### Clock nets

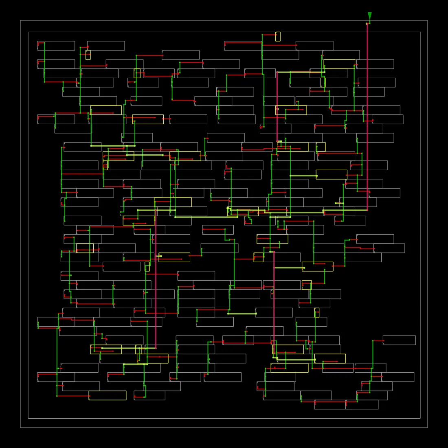
### Signal wires on met3

Scale: 3 px per um. Cells faint in the background.
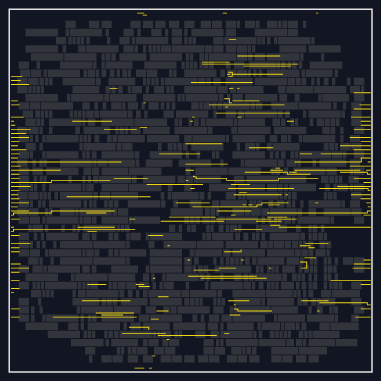
### Placed cells, one color a class

Scale: 4 px per um.
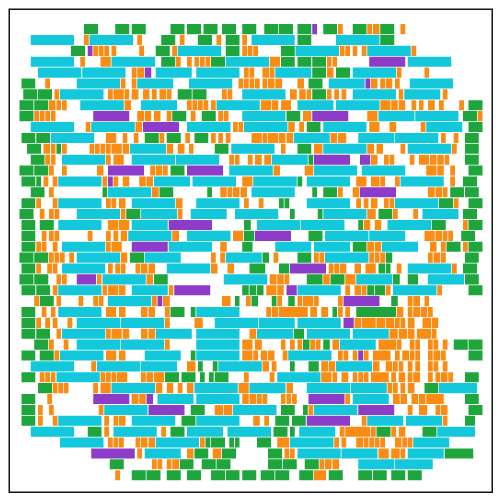
### Wiring heat map

Scale: 3 px per um. 24 x 24 tiles, from dark purple (low) to yellow (high), scaled to the fullest tile. Values are wire area over tile area, all layers added.
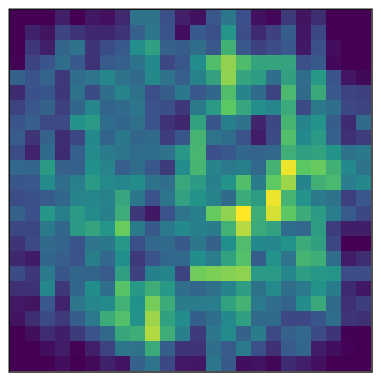
File: src/rtl/line_drawer_arbiter.sv
// Round-robin arbiter that buffers one line per requester and feeds a single
// shared line_drawer through its start/ready handshake.
module line_drawer_arbiter #(
  parameter  int HOR_ACTIVE_PIXELS = 640,
  parameter  int VER_ACTIVE_PIXELS = 480,
  parameter  int REQUESTERS        = 3,
  localparam int X_WIDTH           = $clog2(HOR_ACTIVE_PIXELS),
  localparam int Y_WIDTH           = $clog2(VER_ACTIVE_PIXELS),
  localparam int GRANT_WIDTH       = $clog2(REQUESTERS)
) (
  input  logic                          clk,
  input  logic                          rst_n,
  input  logic [REQUESTERS-1:0]         req_start,
  output logic [REQUESTERS-1:0]         req_ready,
  input  logic [REQUESTERS*X_WIDTH-1:0] req_x1,
  input  logic [REQUESTERS*Y_WIDTH-1:0] req_y1,
  input  logic [REQUESTERS*X_WIDTH-1:0] req_x2,
  input  logic [REQUESTERS*Y_WIDTH-1:0] req_y2,
  output logic [X_WIDTH-1:0]            x1,
  output logic [Y_WIDTH-1:0]            y1,
  output logic [X_WIDTH-1:0]            x2,
  output logic [Y_WIDTH-1:0]            y2,
  output logic                          line_drawer_start,
  input  logic                          line_drawer_ready,
  output logic                          busy,
  output logic [GRANT_WIDTH-1:0]        grant
);

  typedef enum logic [1:0] {
    S_IDLE      = 2'd0,
    S_ISSUE     = 2'd1,
    S_WAIT_DONE = 2'd2
  } state_t;

  state_t                   r_state;
  logic [REQUESTERS-1:0]    r_pending;
  logic [REQUESTERS-1:0]    r_req_ready;
  logic [GRANT_WIDTH-1:0]   r_grant;
  logic [GRANT_WIDTH-1:0]   r_rr_ptr;
  logic                     r_start;
  logic [X_WIDTH-1:0]       r_x1;
  logic [Y_WIDTH-1:0]       r_y1;
  logic [X_WIDTH-1:0]       r_x2;
  logic [Y_WIDTH-1:0]       r_y2;

  logic [X_WIDTH-1:0]       r_slot_x1 [REQUESTERS];
  logic [Y_WIDTH-1:0]       r_slot_y1 [REQUESTERS];
  logic [X_WIDTH-1:0]       r_slot_x2 [REQUESTERS];
  logic [Y_WIDTH-1:0]       r_slot_y2 [REQUESTERS];

  logic [REQUESTERS-1:0]    w_accept;
  logic                     w_found;
  logic [GRANT_WIDTH-1:0]   w_winner;
  logic [GRANT_WIDTH:0]     w_sum;
  logic [GRANT_WIDTH-1:0]   w_next_ptr;

  function automatic logic [X_WIDTH-1:0] clamp_x(input logic [X_WIDTH-1:0] v);
    return (int'(v) >= HOR_ACTIVE_PIXELS) ? X_WIDTH'(HOR_ACTIVE_PIXELS - 1) : v;
  endfunction

  function automatic logic [Y_WIDTH-1:0] clamp_y(input logic [Y_WIDTH-1:0] v);
    return (int'(v) >= VER_ACTIVE_PIXELS) ? Y_WIDTH'(VER_ACTIVE_PIXELS - 1) : v;
  endfunction

  assign w_accept   = req_start & r_req_ready;
  assign w_next_ptr = (r_grant == GRANT_WIDTH'(REQUESTERS - 1)) ? '0 : r_grant + 1'b1;

  // NOTE: every variable gets a default before the loop, so no path can infer a latch.
  always_comb begin
    w_found  = 1'b0;
    w_winner = '0;
    w_sum    = '0;
    for (int k = 0; k < REQUESTERS; k++) begin
      w_sum = {1'b0, r_rr_ptr} + (GRANT_WIDTH + 1)'(k);
      if (w_sum >= (GRANT_WIDTH + 1)'(REQUESTERS)) begin
        w_sum = w_sum - (GRANT_WIDTH + 1)'(REQUESTERS);
      end
      if (!w_found && r_pending[w_sum[GRANT_WIDTH-1:0]]) begin
        w_found  = 1'b1;
        w_winner = w_sum[GRANT_WIDTH-1:0];
      end
    end
  end

  // NOTE: slot storage is deliberately not reset; a slot is only read while its
  // pending bit is set, and pending is reset.
  always_ff @(posedge clk) begin
    for (int i = 0; i < REQUESTERS; i++) begin
      if (w_accept[i]) begin
        r_slot_x1[i] <= clamp_x(req_x1[i*X_WIDTH +: X_WIDTH]);
        r_slot_y1[i] <= clamp_y(req_y1[i*Y_WIDTH +: Y_WIDTH]);
        r_slot_x2[i] <= clamp_x(req_x2[i*X_WIDTH +: X_WIDTH]);
        r_slot_y2[i] <= clamp_y(req_y2[i*Y_WIDTH +: Y_WIDTH]);
      end
    end
  end

  // NOTE: state uses non-blocking assignments so every branch sees pre-edge values.
  always_ff @(posedge clk or negedge rst_n) begin
    if (!rst_n) begin
      r_state     <= S_IDLE;
      r_pending   <= '0;
      r_req_ready <= '1;
      r_grant     <= '0;
      r_rr_ptr    <= '0;
      r_start     <= 1'b0;
      r_x1        <= '0;
      r_y1        <= '0;
      r_x2        <= '0;
      r_y2        <= '0;
    end else begin
      for (int i = 0; i < REQUESTERS; i++) begin
        if (w_accept[i]) begin
          r_pending[i]   <= 1'b1;
          r_req_ready[i] <= 1'b0;
        end
      end

      case (r_state)
        S_IDLE: begin
          if (w_found) begin
            r_grant <= w_winner;
            r_x1    <= r_slot_x1[w_winner];
            r_y1    <= r_slot_y1[w_winner];
            r_x2    <= r_slot_x2[w_winner];
            r_y2    <= r_slot_y2[w_winner];
            r_start <= 1'b1;
            r_state <= S_ISSUE;
          end
        end
        // The drawer gets this cycle to drop ready, so ready is not sampled here.
        S_ISSUE: begin
          r_start <= 1'b0;
          r_state <= S_WAIT_DONE;
        end
        S_WAIT_DONE: begin
          if (line_drawer_ready) begin
            r_pending[r_grant]   <= 1'b0;
            r_req_ready[r_grant] <= 1'b1;
            r_rr_ptr             <= w_next_ptr;
            r_state              <= S_IDLE;
          end
        end
        default: r_state <= S_IDLE;
      endcase
    end
  end

  assign req_ready         = r_req_ready;
  assign x1                = r_x1;
  assign y1                = r_y1;
  assign x2                = r_x2;
  assign y2                = r_y2;
  assign line_drawer_start = r_start;
  assign busy              = (r_state != S_IDLE);
  assign grant             = r_grant;

endmodule

File: config.mk
export PLATFORM = sky130hd
export DESIGN_NAME = line_drawer_arbiter
export DESIGN_NICKNAME = d
export VERILOG_FILES = /design/src/rtl/line_drawer_arbiter.sv
export SDC_FILE = /design/constraint.sdc
export NUM_CORES = 1
export LEC_CHECK = 0
export ABC_AREA = 1
export CORE_MARGIN = 2
export CORE_UTILIZATION = 55
export CTS_CLUSTER_SIZE = 16
export DETAILED_ROUTE_END_ITERATION = 7
export GPL_ROUTABILITY_DRIVEN = 0
export GPL_TIMING_DRIVEN = 0
export PLACE_DENSITY = 0.87
export SKIP_CTS_REPAIR_TIMING = 1
export SLEW_MARGIN = 40
export SYNTH_ARGS = -nofsm -noshare
export SYNTH_HDL_FRONTEND = slang
export SYNTH_SLANG_ARGS = --single-unit
File: constraint.sdc
create_clock -name clk -period 5.2 [get_ports clk]
set_input_delay 0.52 -clock clk [delete_from_list [all_inputs] [get_ports clk]]
set_output_delay 0.52 -clock clk [all_outputs]
set_load 0.03 [all_outputs]
==> results.yml <==
# synthesis and place-and-route metrics
hold_path:
  hold_start: "r_slot_y2[2][7]"
  min_to: "y2[7]"
  hp-class: "reg2reg"
  hold_depth: 2
global_routing:
  grt_pass1_vias: 6034
  top_usage_layer: "met2"
  grt_max_degree: 40
  gr-total-overflow: 0
  met1_usage_pct: 35.0
  grt_antenna_before_repair: 0
  grt_pass1_wl_mm: 30.7
  use_met2_pct: 48.2
die:
  die_w_um: 120
  num_io_pins: 165
  die-area_mm2: 0.0145
  die_h_um: 120
  floorplan.core_util_pct: 56.3
clock_network:
  cts-root-buf: "clkbuf_16"
  cts_buffer_depth: 2
  htreeDepth: 4
  cts_buffers: 17
  path_clk_slew_ns: 0.06
  cts_tree: "built"
  clkSinkCount: 165
routing:
  route.layer.met1.wl_mm: 7.50
  drc: 0
  first_pass_iters: 5
  met3WireLength_mm: 1.47
  drt_iter0_markers: 459
  wl_met2_mm: 10.0
  top_layer: "met4"
  viasPerCell: 5.17
  antenna_left: 0
timing:
  slew_headroom_pct: 41.4
  period_minus_slack_ns: 2.43
  fmax_ghz: 0.412
  setup_ws_ns: 2.77
  drv_slew: 0
  skew_ns: 0.00558
  rsz0062_at_grt: "false"
  tightest_slew_ns: 0.873
  hold_ws_ns: 0.492
  setup_viol_count_final: 0
  finalSetupTns_ns: 0
  period_used_pct: 46.6
setup_path:
  crit_start: "r_rr_ptr[0]"
  worstPathRequired_ns: 5.49
  crit_family: "buffers and inverters"
  critPathCapture: "x2[3]"
  reg2reg_depth: 12
  critPathKind: "reg2reg"
  critPathBufInv: 4
  r2r_slack_ns: 2.77
  cp_max_fo: 10
  reg2reg_to: "x2[3]"
  worst_path_max_delay_cell: "dfrtp_1"
  cp.arrival_ns: 2.72
  cp-end-kind: "flop"
  critPathMostFrequentCell: "nand3_1"
  r2r_start: "r_rr_ptr[0]"
  cp_cell_sequence: "inv_1 > ha_1 > inv_2 > nand2_1 > nand3_1 > nand2_1 > nand4_1 > buf_2 > buf_2 > nand3b_1 > nand3_1 > nand3_1"
  startpoint_type: "flop"
  path_depth: 12
  critical-path-max-stage-delay_ns: 0.39
placed_design:
  postPlaceCellArea_mm2: 0.00936
  preCtsSetupSlack_ns: 2.81
  place_hpwl_mm: 13.7
  port_buffers: 164
synth:
  ys_sh_mux_pct: 0
  topCellsByArea: "edfxtp_1 (46%), dfrtp_1 (16%), nand2_1 (9.3%)"
  postSynth.asyncResetShare_pct: 30.9
  simple_gate_area_share_pct: 23.9
  ys_warn_count: 0
  yosysTopAreaCell: "edfxtp_1"
  syn-cell-area_mm2: 0.00745
  avgSynthCellArea_um2: 9.76
  ys_area_mm2: 0.00745
  adder_share_pct: 0.672
  ys_seq_share_pct: 63.1
  synthDistinctLibCells: 27
  top_cells_by_count: "nand2_1 (185), inv_1 (140), nand3_1 (120)"
  top_cell: "nand2_1"
  flop_cell: "edfxtp_1"
  synthDominantCellAreaShare_pct: 46.0
  syn_inst: 763
  edf_count: 114
  logic_family: "simple AND/OR/NAND/NOR gates"
  yosys_cells: 763
  synth_flops: 165
  fp_nets: 887
power_and_ir_drop:
  switching_share_pct: 42.7
  p_sw_mw: 2.63
  p_per_area_mw_per_mm2: 618
  clockPowerShare_pct: 20.3
  p_leak_nw: 4.40
  pwr-share-comb_pct: 49.6
  internal_power_mw: 3.53
  peakVddDrop_uv: 340
status:
  status: "complete, no violations"
cells_and_area:
  layout-drive-gt1-share_pct: 7.48
  comb_area_mm2: 0.00196
  nNetsFinal: 1073
  fillCellCount: 918
  antennaDiodeCount: 0
  finalNonFillerCells: 1138
  postLayoutCellArea_mm2: 0.00996
  areaGrowthSynthToFinish_pct: 33.7
run:
  drv_cap: 0
  warnings: 29
-- 'Clock nets' (at the start) --
Clk power: 1.25 mW
clk_lat worst skew: 0.42 ns

-- 'Signal wires on met3' (at the start) --
main direction = horizontal
longest straight run = 40.5 um
vias post-DR: 5889
global-route met3 utilization: 5.71%
drt total wl: 19.6 mm

-- 'Placed cells, one color a class' (at the start) --
remaining buffers and delay cells -> green  # cells 218, share of their area 20%
sequential cells -> cyan  # cells 165, share of their area 48%
combinational and other logic -> orange  # cells 547, share of their area 26%
clock drivers and dummy loads -> purple  # cells 32, share of their area 6.0%
Post-Route Utilization: 75.2%
core area: 0.0132 mm2
Site Rows: 42

-- 'Wiring heat map' (at the start) --
mean over tiles = 0.22
tiles over half the peak = 22%
fullest tile = 0.65
nearly empty tiles = 6.2%
Tot GR Track Use: 28.5%
WL per Instance: 17.2 um

-- worst register-to-register path: cells and delay by family, from the launching register on --
family | cells | cell delay, ns
flip-flops | 1 | 0.39
buffers and inverters | 4 | 0.82
adder cells (fa/ha/maj) | 1 | 0.39
AND/OR/NAND/NOR | 7 | 0.69
-- state kept, by name (all words and copies together) (netlist names) --
| register | cells |
|---|---|
| x2 | 10 |
| r_slot_y2 | 27 |
| y2 | 9 |
| req_ready | 3 |
| grant | 2 |
| r_rr_ptr | 2 |
| r_slot_y1 | 27 |
| line_drawer_start | 1 |
| r_slot_x2 | 30 |
| r_slot_x1 | 30 |
| y1 | 9 |
| r_state | 2 |
| x1 | 10 |
| r_pending | 3 |
-- final cells by class --
cell class | count | area share (%)
clock buffer | 22 | 4.56
multi-input combinational | 401 | 19.6
inverter | 146 | 5.55
sequential | 165 | 47.2
buffer | 51 | 2.51
tap | 176 | 2.21
timing repair buffer | 167 | 17.0
clock inverter | 10 | 1.31
-- power groups by stage --
stage                     Sequential (mW)  Combinational [mW]  Clock, mW
final                                1.85                3.05       1.25
after global routing                 1.88                3.31       1.32
after CTS                            1.85                3.04       1.26
after detailed placement             1.87                3.00          0
after global placement               1.86                2.89          0
after floorplan                      2.17                1.60          0
-- kinds of logic (layout without fill, tap and decap cells) --
family                   Yosys count  after routing
AND-OR/OR-AND                     23             23
AND/OR/NAND/NOR                  374            374
flip-flops                       165            165
adder cells (fa/ha/maj)            4              4
buffers and inverters            197            396
-- cells in the final DEF (no fill, tap or decap), types with 14 or more instances in the layout --
cell type,n
edfxtp_1,114
inv_1,137
clkdlybuf4s50_1,163
buf_2,14
nand3b_1,37
nand3_1,120
clkbuf_16,17
nand2_1,185
clkbuf_1,31
dfrtp_1,48
Power is estimated from default activity; no workload was simulated.
